File: src/rtl/fsm_spi_pkg.sv
// Shared definitions for the SPI transmit sequencer: state encoding,
// default word length and shift-register source select codes.
package fsm_spi_pkg;

  localparam int WORD_BITS_DEF = 16;

  localparam logic SEL_HDR  = 1'b0;
  localparam logic SEL_FIFO = 1'b1;

  typedef enum logic [2:0] {
    IDLE,
    ALIGN,
    LOAD_HDR,
    SHIFT_HDR,
    READ,
    LOAD_DATA,
    SHIFT_DATA,
    STOP
  } state_t;

  // Chip select is asserted from the header load until the last data word ends.
  function automatic logic csActive(state_t s);
    return (s == LOAD_HDR) || (s == SHIFT_HDR) || (s == READ) ||
           (s == LOAD_DATA) || (s == SHIFT_DATA);
  endfunction

endpackage

File: src/rtl/fsm_spi_if.sv
// Bus between the transmit sequencer and the TX FIFO / shift register.
// master = sequencer side, slave = FIFO and shift-register side.
interface fsm_spi_if;

  logic CSI_CLK;
  logic tx_almost_full;
  logic fifo_tx_empty;
  logic data_sel;
  logic tx_load;
  logic fifo_tx_read_rq;
  logic CS;

  modport master (
    input  CSI_CLK,
    input  tx_almost_full,
    input  fifo_tx_empty,
    output data_sel,
    output tx_load,
    output fifo_tx_read_rq,
    output CS
  );

  modport slave (
    output CSI_CLK,
    output tx_almost_full,
    output fifo_tx_empty,
    input  data_sel,
    input  tx_load,
    input  fifo_tx_read_rq,
    input  CS
  );

endinterface

File: src/rtl/fsm_spi_csi_clk_edge_sync.sv
// Brings the slow serial clock into the system clock domain and emits a
// one-cycle pulse for every falling edge.
module csi_clk_edge_sync (
  input  logic clock,
  input  logic reset,
  input  logic CSI_CLK,
  output logic fall
);

  logic sync1_q;
  logic sync2_q;
  logic edge_q;

  always_ff @(posedge clock or posedge reset) begin
    if (reset) begin
      sync1_q <= 1'b0;
      sync2_q <= 1'b0;
      edge_q  <= 1'b0;
    end else begin
      sync1_q <= CSI_CLK;
      sync2_q <= sync1_q;
      edge_q  <= sync2_q;
    end
  end

  // Built only from flops, so the pulse is glitch-free for the FSM.
  assign fall = edge_q & ~sync2_q;

endmodule

File: src/rtl/fsm_spi.sv
// SPI transmit sequencer: frames a header word followed by FIFO words on the
// serial clock, driving chip select, shift-register loads and FIFO pops.
module fsm_spi
  import fsm_spi_pkg::*;
#(
  parameter int WORD_BITS = WORD_BITS_DEF,
  parameter int CNT_W     = 5
) (
  input  logic      clock,
  input  logic      reset,
  fsm_spi_if.master bus
);

  localparam logic [CNT_W-1:0] CNT_DONE = CNT_W'(WORD_BITS);

  logic fall;

  state_t           state_q, state_d;
  logic [CNT_W-1:0] cnt_q, cnt_d;
  logic             cs_q, cs_d;
  logic             load_q, load_d;
  logic             rd_q, rd_d;
  logic             sel_q, sel_d;

  csi_clk_edge_sync u_edge (
    .clock   (clock),
    .reset   (reset),
    .CSI_CLK (bus.CSI_CLK),
    .fall    (fall)
  );

  always_ff @(posedge clock or posedge reset) begin
    if (reset) begin
      state_q <= IDLE;
      cnt_q   <= '0;
      cs_q    <= 1'b1;
      load_q  <= 1'b0;
      rd_q    <= 1'b0;
      sel_q   <= SEL_HDR;
    end else begin
      state_q <= state_d;
      cnt_q   <= cnt_d;
      cs_q    <= cs_d;
      load_q  <= load_d;
      rd_q    <= rd_d;
      sel_q   <= sel_d;
    end
  end

  // FIFO emptiness only matters on the cycle a word finishes shifting.
  always_comb begin
    state_d = state_q;
    cnt_d   = cnt_q;
    case (state_q)
      IDLE: begin
        if (bus.tx_almost_full && !bus.fifo_tx_empty) state_d = ALIGN;
      end
      ALIGN: begin
        if (fall) state_d = LOAD_HDR;
      end
      LOAD_HDR: begin
        cnt_d   = '0;
        state_d = SHIFT_HDR;
      end
      SHIFT_HDR: begin
        if (fall) begin
          cnt_d = cnt_q + 1'b1;
          if (cnt_d == CNT_DONE) state_d = bus.fifo_tx_empty ? STOP : READ;
        end
      end
      READ: begin
        state_d = LOAD_DATA;
      end
      LOAD_DATA: begin
        cnt_d   = '0;
        state_d = SHIFT_DATA;
      end
      SHIFT_DATA: begin
        if (fall) begin
          cnt_d = cnt_q + 1'b1;
          if (cnt_d == CNT_DONE) state_d = bus.fifo_tx_empty ? STOP : READ;
        end
      end
      STOP: begin
        if (fall) state_d = IDLE;
      end
      default: state_d = IDLE;
    endcase
  end

  // Outputs are decoded from the next state so they line up with the state register.
  always_comb begin
    cs_d   = ~csActive(state_d);
    load_d = (state_d == LOAD_HDR) || (state_d == LOAD_DATA);
    rd_d   = (state_d == READ);
    sel_d  = sel_q;
    if (state_d == LOAD_HDR)  sel_d = SEL_HDR;
    if (state_d == LOAD_DATA) sel_d = SEL_FIFO;
  end

  assign bus.CS              = cs_q;
  assign bus.tx_load         = load_q;
  assign bus.fifo_tx_read_rq = rd_q;
  assign bus.data_sel        = sel_q;

endmodule

File: src/flat_wrapper.sv
// flat-port wrapper written by rule: the top's interface ports become plain ports
module fsm_spi_flat import fsm_spi_pkg::*;
#(
  parameter int WORD_BITS = WORD_BITS_DEF,
  parameter int CNT_W     = 5
)
  (clock, reset, bus_CSI_CLK, bus_tx_almost_full, bus_fifo_tx_empty, bus_data_sel, bus_tx_load, bus_fifo_tx_read_rq, bus_CS);
  fsm_spi_if bus_i ();
  input  logic clock;
  input  logic reset;
  input wire logic [$bits(bus_i.CSI_CLK)-1:0] bus_CSI_CLK;
  input wire logic [$bits(bus_i.tx_almost_full)-1:0] bus_tx_almost_full;
  input wire logic [$bits(bus_i.fifo_tx_empty)-1:0] bus_fifo_tx_empty;
  output wire logic [$bits(bus_i.data_sel)-1:0] bus_data_sel;
  output wire logic [$bits(bus_i.tx_load)-1:0] bus_tx_load;
  output wire logic [$bits(bus_i.fifo_tx_read_rq)-1:0] bus_fifo_tx_read_rq;
  output wire logic [$bits(bus_i.CS)-1:0] bus_CS;
  assign bus_i.CSI_CLK = bus_CSI_CLK;
  assign bus_i.tx_almost_full = bus_tx_almost_full;
  assign bus_i.fifo_tx_empty = bus_fifo_tx_empty;
  assign bus_data_sel = bus_i.data_sel;
  assign bus_tx_load = bus_i.tx_load;
  assign bus_fifo_tx_read_rq = bus_i.fifo_tx_read_rq;
  assign bus_CS = bus_i.CS;
  fsm_spi #(.WORD_BITS(WORD_BITS), .CNT_W(CNT_W)) u_core (.clock(clock), .reset(reset), .bus(bus_i));
endmodule
File: config.mk
export PLATFORM = sky130hd
export DESIGN_NAME = fsm_spi_flat
export DESIGN_NICKNAME = d
export VERILOG_FILES = /design/src/rtl/fsm_spi_pkg.sv /design/src/rtl/fsm_spi_if.sv /design/src/rtl/fsm_spi_csi_clk_edge_sync.sv /design/src/rtl/fsm_spi.sv /design/src/flat_wrapper.sv
export SDC_FILE = /design/constraint.sdc
export NUM_CORES = 1
export LEC_CHECK = 0
export CORE_MARGIN = 3
export CORE_UTILIZATION = 54
export DETAILED_ROUTE_END_ITERATION = 8
export PLACE_DENSITY = 0.76
export SKIP_CTS_REPAIR_TIMING = 1
export SLEW_MARGIN = 20
export SYNTH_ARGS = -nofsm -noshare
export SYNTH_HDL_FRONTEND = slang
export SYNTH_SLANG_ARGS = --single-unit
File: constraint.sdc
create_clock -name clock -period 2 [get_ports clock]
set_input_delay 0.3 -clock clock [delete_from_list [all_inputs] [get_ports clock]]
set_output_delay 0.3 -clock clock [all_outputs]
set_load 0.1 [all_outputs]
Figure 1. PDN straps and rails (run 1).
The bar under the picture is 10 um long. Pins as bars on the die edge.
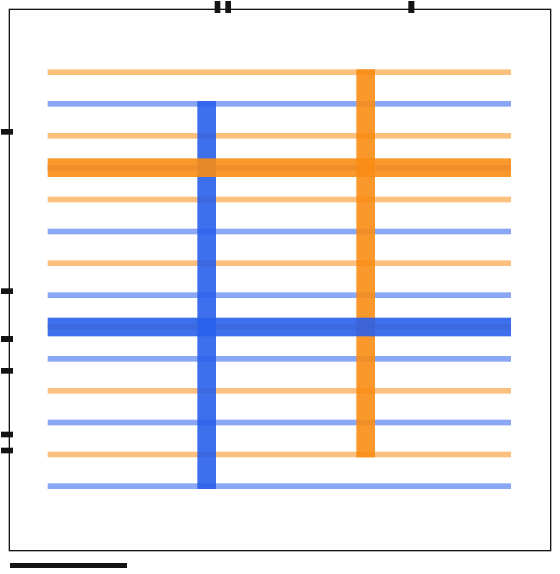
VSS: shown in blue. VDD: shown in orange.
9 signal pins sit on the boundary. 2 straps on met4.

Figure 2. Cells coloured by class (run 1).
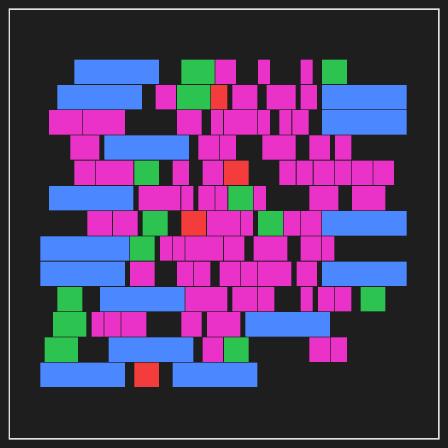
clock drivers and dummy loads: shown in red, cells 4, share of their area 2.8%. flip-flops: shown in blue, cells 15, share of their area 38%. other buffers and delay cells: shown in green, cells 13, share of their area 11%. all other logic: shown in magenta, cells 72, share of their area 48%.
site row count: 13
Finished Cell Area: 998.5 um^2

Figure 3. Routed clock nets over the placement (run 1).
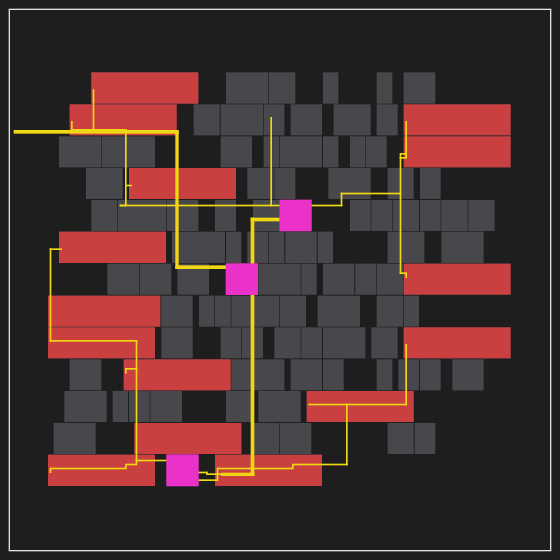
cells driving clock nets: shown in magenta, count 3. flip-flops: shown in red, count 15. clock wires: shown in yellow, length 201 um.
Position of the flops: widely spread. There are 4 routed clock nets.
Latency at later pin: 0.29 ns
Clock group: 180 uW
Fin Clk Skew: 0.004049 ns
clock power share: 18.8%

Figure 4. Wiring by layer (run 1).
The bar under the picture is 10 um long.
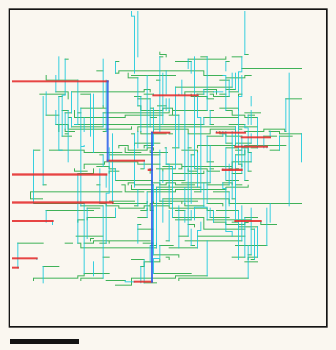
met3: shown in red, wire length 88.1 um. met1: shown in green, wire length 771 um. met2: shown in cyan, wire length 710 um. met4: shown in blue, wire length 33.3 um.

==> run notes, run 1 <==
yosys + openroad results -> tool warning count=26, die area=2125 um^2, top cell category=multi-input combinational cells, All-Layer GR Usage=18.98%, layout net count=between 100 and 150, critical path endpoint category=flop, Adder Area Share=~5%, layout cell share with drive strength beyond 1=19.23%, vias in the first global route=607, initial DRC count=25, H-Tree Depth=1, # IOs=9, GRT Residual Overflow=0, count of non-CTS inverters in the layout=3, Post-synth EDFFs=0, first-pass GRT wire length=2.794 mm, leak pwr=0.0004371 uW, fraction of registers with async set/reset=100.0%, # diodes=0, Largest register FFs=5, type of the worst min-delay path=in2async, crit path launch=u_core.cnt_q[1], DR WL/cell=approximately 13 um, Slew Limit Fails=0, CP peak stage delay=around 0.42 ns, number of instances in the placed design=115, Logic power comb=between 300 and 400 uW, min Tclk post-route=approximately 1.8 ns, top cells by area=dfrtp_1 (40%), a21oi_1 (5.2%), nor2b_1 (3.6%), most instantiated logic cells after routing=dfrtp_1 (14), a21oi_1 (9), buf_4 (9), nand2_1 (8), nor2b_1 (5), core area=approximately 1400 um^2, Cell Area, Synth=between 800 and 900 um^2, CTS tree=done, RSZ-0062 raised after global routing=false, mean cell area of the mapped netlist=around 9.4 um^2, DRC Markers=0, MaxCap Viol Count=0, top layer in use=met4, Placer Congestion=approximately 0.84, clock-cell share of area=roughly 2.8%, wire length on met1=between 700 and 800 um, die height=roughly 46 um, layer with the highest usage=met1, final WL=1.603 mm, crit path DRT=~2.2 ns, Worst Path Buf+Inv=0, GR Util met1=a little over a quarter, Tot Pwr=about 950 uW, placed wire-length estimate=1.196 mm, buffering overhead=between 10% and 20%, aoi share=a little under a fifth, Pint=about 600 uW, PD cells=approximately 950 nW/um^2, Crit Reg-Reg Endpoint=u_core.bus.fifo_tx_read_rq, FF+latch count, synth=15, sequential share of cell area=between 30% and 40%, Worst path slowest cell=dfrtp_1, Seq. pwr=~420 uW, total number of vias=between 700 and 800, critical path depth=6, top power group=registers, worst r2r src=u_core.cnt_q[1], Worst Path Arrival=roughly 2 ns, Final WS setup=0.2099 ns, Area growth syn-to-layout=14.99%, endpoints failing hold=0, Pre-Repair DR Iteration Count=4, Largest Register=u_core.cnt_q, register area=approximately 380 um^2, post-route antenna net violation count=0, met3 WL=~88 um, clock sink count=15, combinational share of cell area=approximately 46%, syn_nets=98, IO buf count=8, Post-DP Area=just under 1000 um^2, period utilisation layout=around nine tenths, Net Switching=about 350 uW, Starting Density=between 60 and 70%, Die W=around 46 um, Comb gates=around 69, initial antenna violation count=0, Seq pwr share=roughly 44%, sequential share of the synthesized area=a little over two fifths, Mux area share=4.755%, CP Class=reg2reg, crit-path leading delay family=simple AND/OR/NAND/NOR gates, Setup crit end=u_core.bus.fifo_tx_read_rq, Non-clock buffers=13, Top FF cell, synth=dfrtp_1, Core Util, Final=between 70% and 80%, Regs by FF count=u_core.cnt_q x5, u_core.state_q x3, Switching Share=between 30% and 40%, CTS Buf Count=3, worst slack at placement=0.1938 ns, Combinational Power Share=a little under two fifths, most frequent logic cell in the layout=dfrtp_1, worst-path cell chain=ha_1, and4b_1, nor2b_1, a211oi_1, or3_4, nor3b_2, Clock transition at path regs=roughly 0.1 ns, most common cell in the synthesized netlist=dfrtp_1, Max VDD drop=0.5993 mV, M2 GR Usage=between 20% and 30%, Clk Tree Root Cell=clkbuf_4, comb area leader=simple AND/OR/NAND/NOR gates, xor/xnor share=1.009%, Finished Layout Cells=119, clkbuf count=3, Mapped Cells=between 90 and 100, metal2 WL=710 um, CP startpoint kind=flop, post-synth cell types=35, Post-synth top cells=dfrtp_1 (14), a21oi_1 (9), nand2_1 (8), Fillers=roughly 120, logic area=around 460 um^2, outcome=complete, no violations, yosys simple share=about 23%
--- run 2 (diff from run 1) ---
- SLEW_MARGIN: 20 -> 40
Figure 5. Routed clock nets over the placement (run 2).
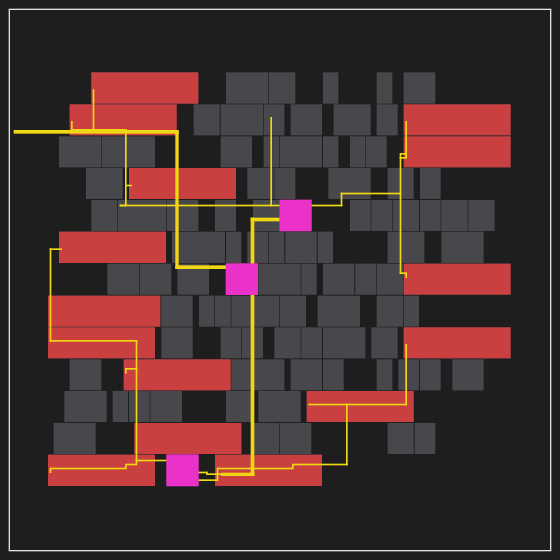
clock wires: shown in yellow, length 201 um. cells driving clock nets: shown in magenta, count 3. flip-flops: shown in red, count 15.
There are 4 routed clock nets. Position of the flops: widely spread.

Figure 6. PDN straps and rails (run 2).
The bar under the picture is 10 um long. Pins as bars on the die edge.
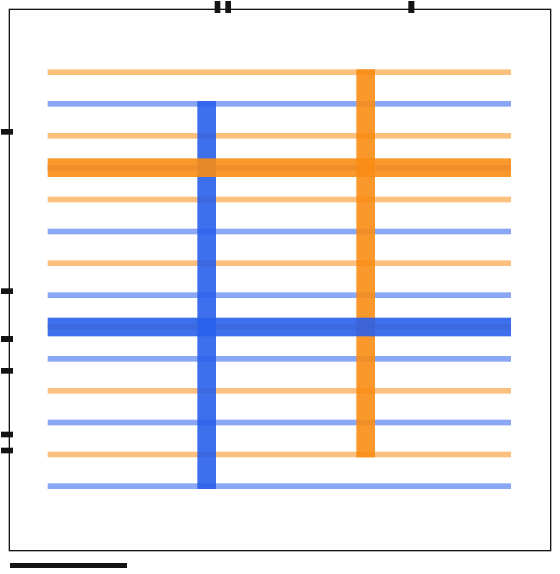
Die W: 46.10 um
die height: 46.10 um
Max VDD drop: 0.5993 mV
core area: 1399 um^2

Figure 7. Routing congestion map (run 2).
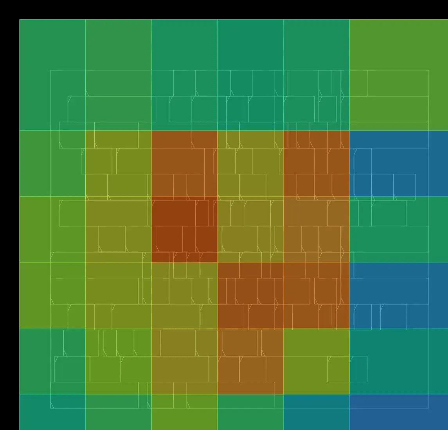
GR Util met1: 27.27%
DR WL/cell: 13.47 um
M2 GR Usage: 24.73%
GR Layer Usage met3: 6.250%

==> run 2 against run 1 <==
  * Sequential cell count unchanged
  * Die area unchanged
  * Final area unchanged
==> run notes, run 2 <==
yosys + openroad results -> IO buf count=8 (unchanged), outcome=complete, no violations (unchanged), most common cell in the synthesized netlist=dfrtp_1 (unchanged), largest buffer count on any clock path=2 (unchanged), yosys warns=0 (unchanged), fraction of registers with async set/reset=100.0% (unchanged), Largest Register=u_core.cnt_q (unchanged), ys cells=92 (unchanged), Combinational Power Share=37.2% (about the same), crit-path leading delay family=simple AND/OR/NAND/NOR gates (unchanged), site row count=13 (unchanged), largest net degree at the start of global routing=16 (unchanged), Clock transition at path regs=0.10 ns (about the same), Yosys top cell area share=40.35% (unchanged), Starting Density=62.08% (unchanged), layer with the highest usage=met1 (unchanged), All-Layer GR Usage=18.98% (unchanged), Crit Reg-Reg Endpoint=u_core.bus.fifo_tx_read_rq (unchanged), initial DRC count=25 (unchanged), metal2 WL=710 um (unchanged), top layer in use=met4 (unchanged), period utilisation layout=89.50% (unchanged), worst-path cell chain=ha_1, and4b_1, nor2b_1, a211oi_1, or3_4, nor3b_2 (unchanged), Placer Congestion=0.8371 (unchanged), layout cell share with drive strength beyond 1=19.23% (unchanged), post-route antenna net violation count=0 (unchanged), Area growth syn-to-layout=14.99% (unchanged), initial antenna violation count=0 (unchanged), number of instances in the placed design=115 (unchanged), Setup crit end=u_core.bus.fifo_tx_read_rq (unchanged), Latency at later pin=0.29 ns (about the same), total number of vias=707 (unchanged), GRT Residual Overflow=0 (unchanged), aoi share=18.73% (unchanged), CP Class=reg2reg (unchanged), Final WS setup=0.2099 ns (unchanged), Non-clock buffers=13 (unchanged), comb area leader=simple AND/OR/NAND/NOR gates (unchanged), Cell Area, Synth=868.3 um^2 (unchanged), Post-synth top cells=dfrtp_1 (14), a21oi_1 (9), nand2_1 (8) (unchanged), Pre-Repair DR Iteration Count=4 (unchanged), most instantiated logic cells after routing=dfrtp_1 (14), a21oi_1 (9), buf_4 (9), nand2_1 (8), nor2b_1 (5) (unchanged), xor/xnor share=1.009% (unchanged), Largest register FFs=5 (unchanged), yosys simple share=23.20% (unchanged), Clock group=180 uW (about the same), Finished Layout Cells=119 (unchanged), Worst path slowest cell=dfrtp_1 (unchanged), Mux area share=4.755% (unchanged), Logic power comb=354 uW (about the same), Fillers=116 (unchanged), Comb gates=69 (unchanged), wire length on met1=771 um (unchanged), vias in the first global route=607 (unchanged), syn_nets=98 (unchanged), final setup violation count=0 (unchanged), Post-DP Area=970.9 um^2 (unchanged), Top FF cell, synth=dfrtp_1 (unchanged), placed wire-length estimate=1.196 mm (unchanged), CP startpoint kind=flop (unchanged), endpoints failing hold=0 (unchanged), FF+latch count, synth=15 (unchanged), final WL=1.603 mm (unchanged), Finished Cell Area=998.5 um^2 (unchanged), clock sink count=15 (unchanged), MaxCap Viol Count=0 (unchanged), Fmax=558.6 MHz (unchanged), buffering overhead=10.78% (unchanged), clkbuf count=3 (unchanged), # IOs=9 (unchanged), reg-to-reg setup timing slack=0.21 ns (about the same), top cell category=multi-input combinational cells (unchanged), Worst Path Arrival=2.01 ns (about the same), Core Util, Final=71.38% (unchanged), crit path launch=u_core.cnt_q[1] (unchanged), CTS tree=done (unchanged), critical path endpoint category=flop (unchanged), min Tclk post-route=1.790 ns (unchanged), logic area=456.7 um^2 (unchanged), mean cell area of the mapped netlist=9.438 um^2 (unchanged), clock-cell share of area=2.757% (unchanged), met3 WL=88 um (unchanged), critical path depth=6 (unchanged), Fin Hold WS=0.3467 ns (unchanged), type of the worst min-delay path=in2async (unchanged), Slew Limit Fails=0 (unchanged), Fin Clk Skew=0.004049 ns (unchanged), RSZ-0062 raised after global routing=false (unchanged), top cells by area=dfrtp_1 (40%), a21oi_1 (5.2%), nor2b_1 (3.6%) (unchanged), DRC Markers=0 (unchanged), tap cells=15 (unchanged), most frequent logic cell in the layout=dfrtp_1 (unchanged), tool warning count=26 (unchanged), sequential share of the synthesized area=43.37% (unchanged), sequential share of cell area=37.72% (unchanged), H-Tree Depth=1 (unchanged), crit path DRT=2.22 ns (about the same), Mapped Cells=92 (unchanged), layout net count=111 (unchanged), worst slack at placement=0.1938 ns (unchanged), Adder Area Share=4.899% (unchanged), Net Switching=350.7 uW (unchanged), Post-synth EDFFs=0 (unchanged), clock power share=18.8% (about the same), first-pass GRT wire length=2.794 mm (unchanged), Regs by FF count=u_core.cnt_q x5, u_core.state_q x3 (unchanged), Clk Tree Root Cell=clkbuf_4 (unchanged), Tot Pwr=952.6 uW (unchanged), Pint=601.9 uW (unchanged), Seq pwr share=44.0% (about the same), Seq. pwr=419 uW (about the same), count of non-CTS inverters in the layout=3 (unchanged), CTS Buf Count=3 (unchanged), die area=2125 um^2 (unchanged), PD cells=954.0 nW/um^2 (unchanged), Worst Path Buf+Inv=0 (unchanged), post-synth cell types=35 (unchanged), combinational share of cell area=45.74% (unchanged), leak pwr=0.0004371 uW (unchanged), CP peak stage delay=0.42 ns (about the same), register area=376.6 um^2 (unchanged), worst r2r src=u_core.cnt_q[1] (unchanged), # diodes=0 (unchanged), Switching Share=36.81% (unchanged), top power group=registers (unchanged)
--- run 3 (diff from run 2) ---
- CAP_MARGIN: not set -> 15
Figure 8. Cells coloured by class (run 3).
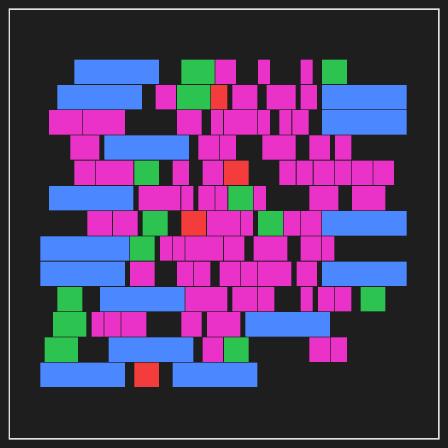
flip-flops: shown in blue, cells 15, share of their area 38%. clock drivers and dummy loads: shown in red, cells 4, share of their area 2.8%. other buffers and delay cells: shown in green, cells 13, share of their area 11%. all other logic: shown in magenta, cells 72, share of their area 48%.

Figure 9. Routed clock nets over the placement (run 3).
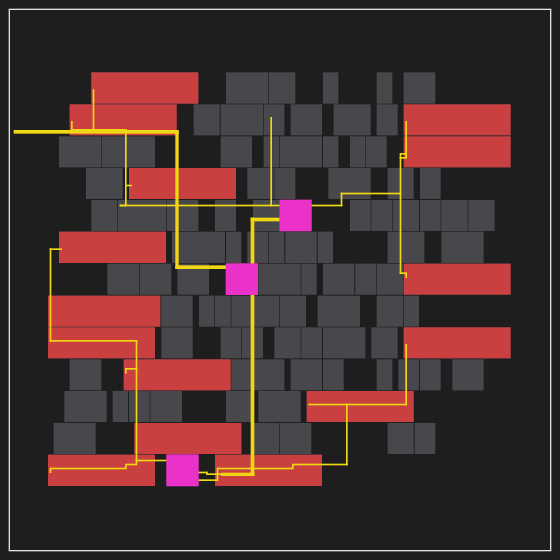
flip-flops: shown in red, count 15. cells driving clock nets: shown in magenta, count 3. clock wires: shown in yellow, length 201 um.
Position of the flops: widely spread. There are 4 routed clock nets.

==> run 3 against run 2 <==
  * Power did not move
  * Highest routed layer unchanged
  * Largest power group unchanged
  * Non-clock buffer count did not move
  * Critical endpoint unchanged
  * Global-route usage did not move
  * Critical path depth did not move
  * Synthesized cell count did not move
==> run notes, run 3 <==
yosys + openroad results -> Finished Layout Cells=119 (unchanged), Clock transition at path regs=0.10 ns (about the same), leak pwr=0.0004371 uW (unchanged), Clock group=180 uW (about the same), Crit Reg-Reg Endpoint=u_core.bus.fifo_tx_read_rq (unchanged), post-route antenna net violation count=0 (unchanged), mean cell area of the mapped netlist=9.438 um^2 (unchanged), Worst path slowest cell=dfrtp_1 (unchanged), worst-path cell chain=ha_1, and4b_1, nor2b_1, a211oi_1, or3_4, nor3b_2 (unchanged), most frequent logic cell in the layout=dfrtp_1 (unchanged), Top FF cell, synth=dfrtp_1 (unchanged), CTS tree=done (unchanged), die area=2125 um^2 (unchanged), M2 GR Usage=24.73% (unchanged), Latency at later pin=0.29 ns (about the same), combinational share of cell area=45.74% (unchanged), Slew Limit Fails=0 (unchanged), vias in the first global route=607 (unchanged), register area=376.6 um^2 (unchanged), yosys warns=0 (unchanged), Yosys top cell area share=40.35% (unchanged), worst slack at placement=0.1938 ns (unchanged), top cells by area=dfrtp_1 (40%), a21oi_1 (5.2%), nor2b_1 (3.6%) (unchanged), crit path DRT=2.22 ns (about the same), wire length on met1=771 um (unchanged), Setup crit end=u_core.bus.fifo_tx_read_rq (unchanged), top power group=registers (unchanged), Fin Clk Skew=0.004049 ns (unchanged), Seq pwr share=44.0% (about the same), number of instances in the placed design=115 (unchanged), core area=1399 um^2 (unchanged), crit-path leading delay family=simple AND/OR/NAND/NOR gates (unchanged), top cell category=multi-input combinational cells (unchanged), IO buf count=8 (unchanged), GRT Residual Overflow=0 (unchanged), CP peak stage delay=0.42 ns (about the same), clock sink count=15 (unchanged), period utilisation layout=89.50% (unchanged), largest buffer count on any clock path=2 (unchanged), final WL=1.603 mm (unchanged), Cell Area, Synth=868.3 um^2 (unchanged), logic area=456.7 um^2 (unchanged), H-Tree Depth=1 (unchanged), GR Util met1=27.27% (unchanged), Fmax=558.6 MHz (unchanged), PD cells=954.0 nW/um^2 (unchanged), tool warning count=26 (unchanged), CTS Buf Count=3 (unchanged), type of the worst min-delay path=in2async (unchanged), Tot Pwr=952.6 uW (unchanged), Finished Cell Area=998.5 um^2 (unchanged), Area growth syn-to-layout=14.99% (unchanged), initial DRC count=25 (unchanged), MaxCap Viol Count=0 (unchanged), tap cells=15 (unchanged), outcome=complete, no violations (unchanged), total number of vias=707 (unchanged), Seq. pwr=419 uW (about the same), initial antenna violation count=0 (unchanged), Starting Density=62.08% (unchanged), critical path depth=6 (unchanged), layout cell share with drive strength beyond 1=19.23% (unchanged), metal2 WL=710 um (unchanged), first-pass GRT wire length=2.794 mm (unchanged), Logic power comb=354 uW (about the same), clock power share=18.8% (about the same), Post-DP Area=970.9 um^2 (unchanged), Fin Hold WS=0.3467 ns (unchanged), clkbuf count=3 (unchanged), post-synth cell types=35 (unchanged), syn_nets=98 (unchanged), worst r2r src=u_core.cnt_q[1] (unchanged), sequential share of cell area=37.72% (unchanged), Mux area share=4.755% (unchanged)
Figure 10. PDN straps and rails (run 3).
The bar under the picture is 10 um long. Pins as bars on the die edge.
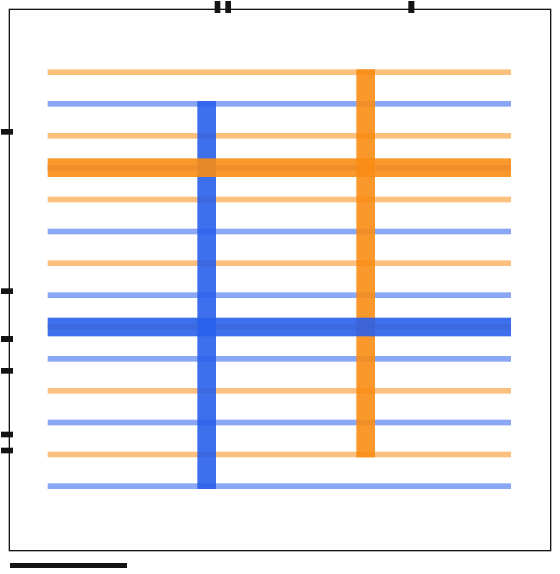
VSS: shown in blue. VDD: shown in orange.
14 met1 rails follow the rows. 9 signal pins sit on the boundary. The core has 13 rows.

No activity file was given, so power comes from the tool's default toggle rates.
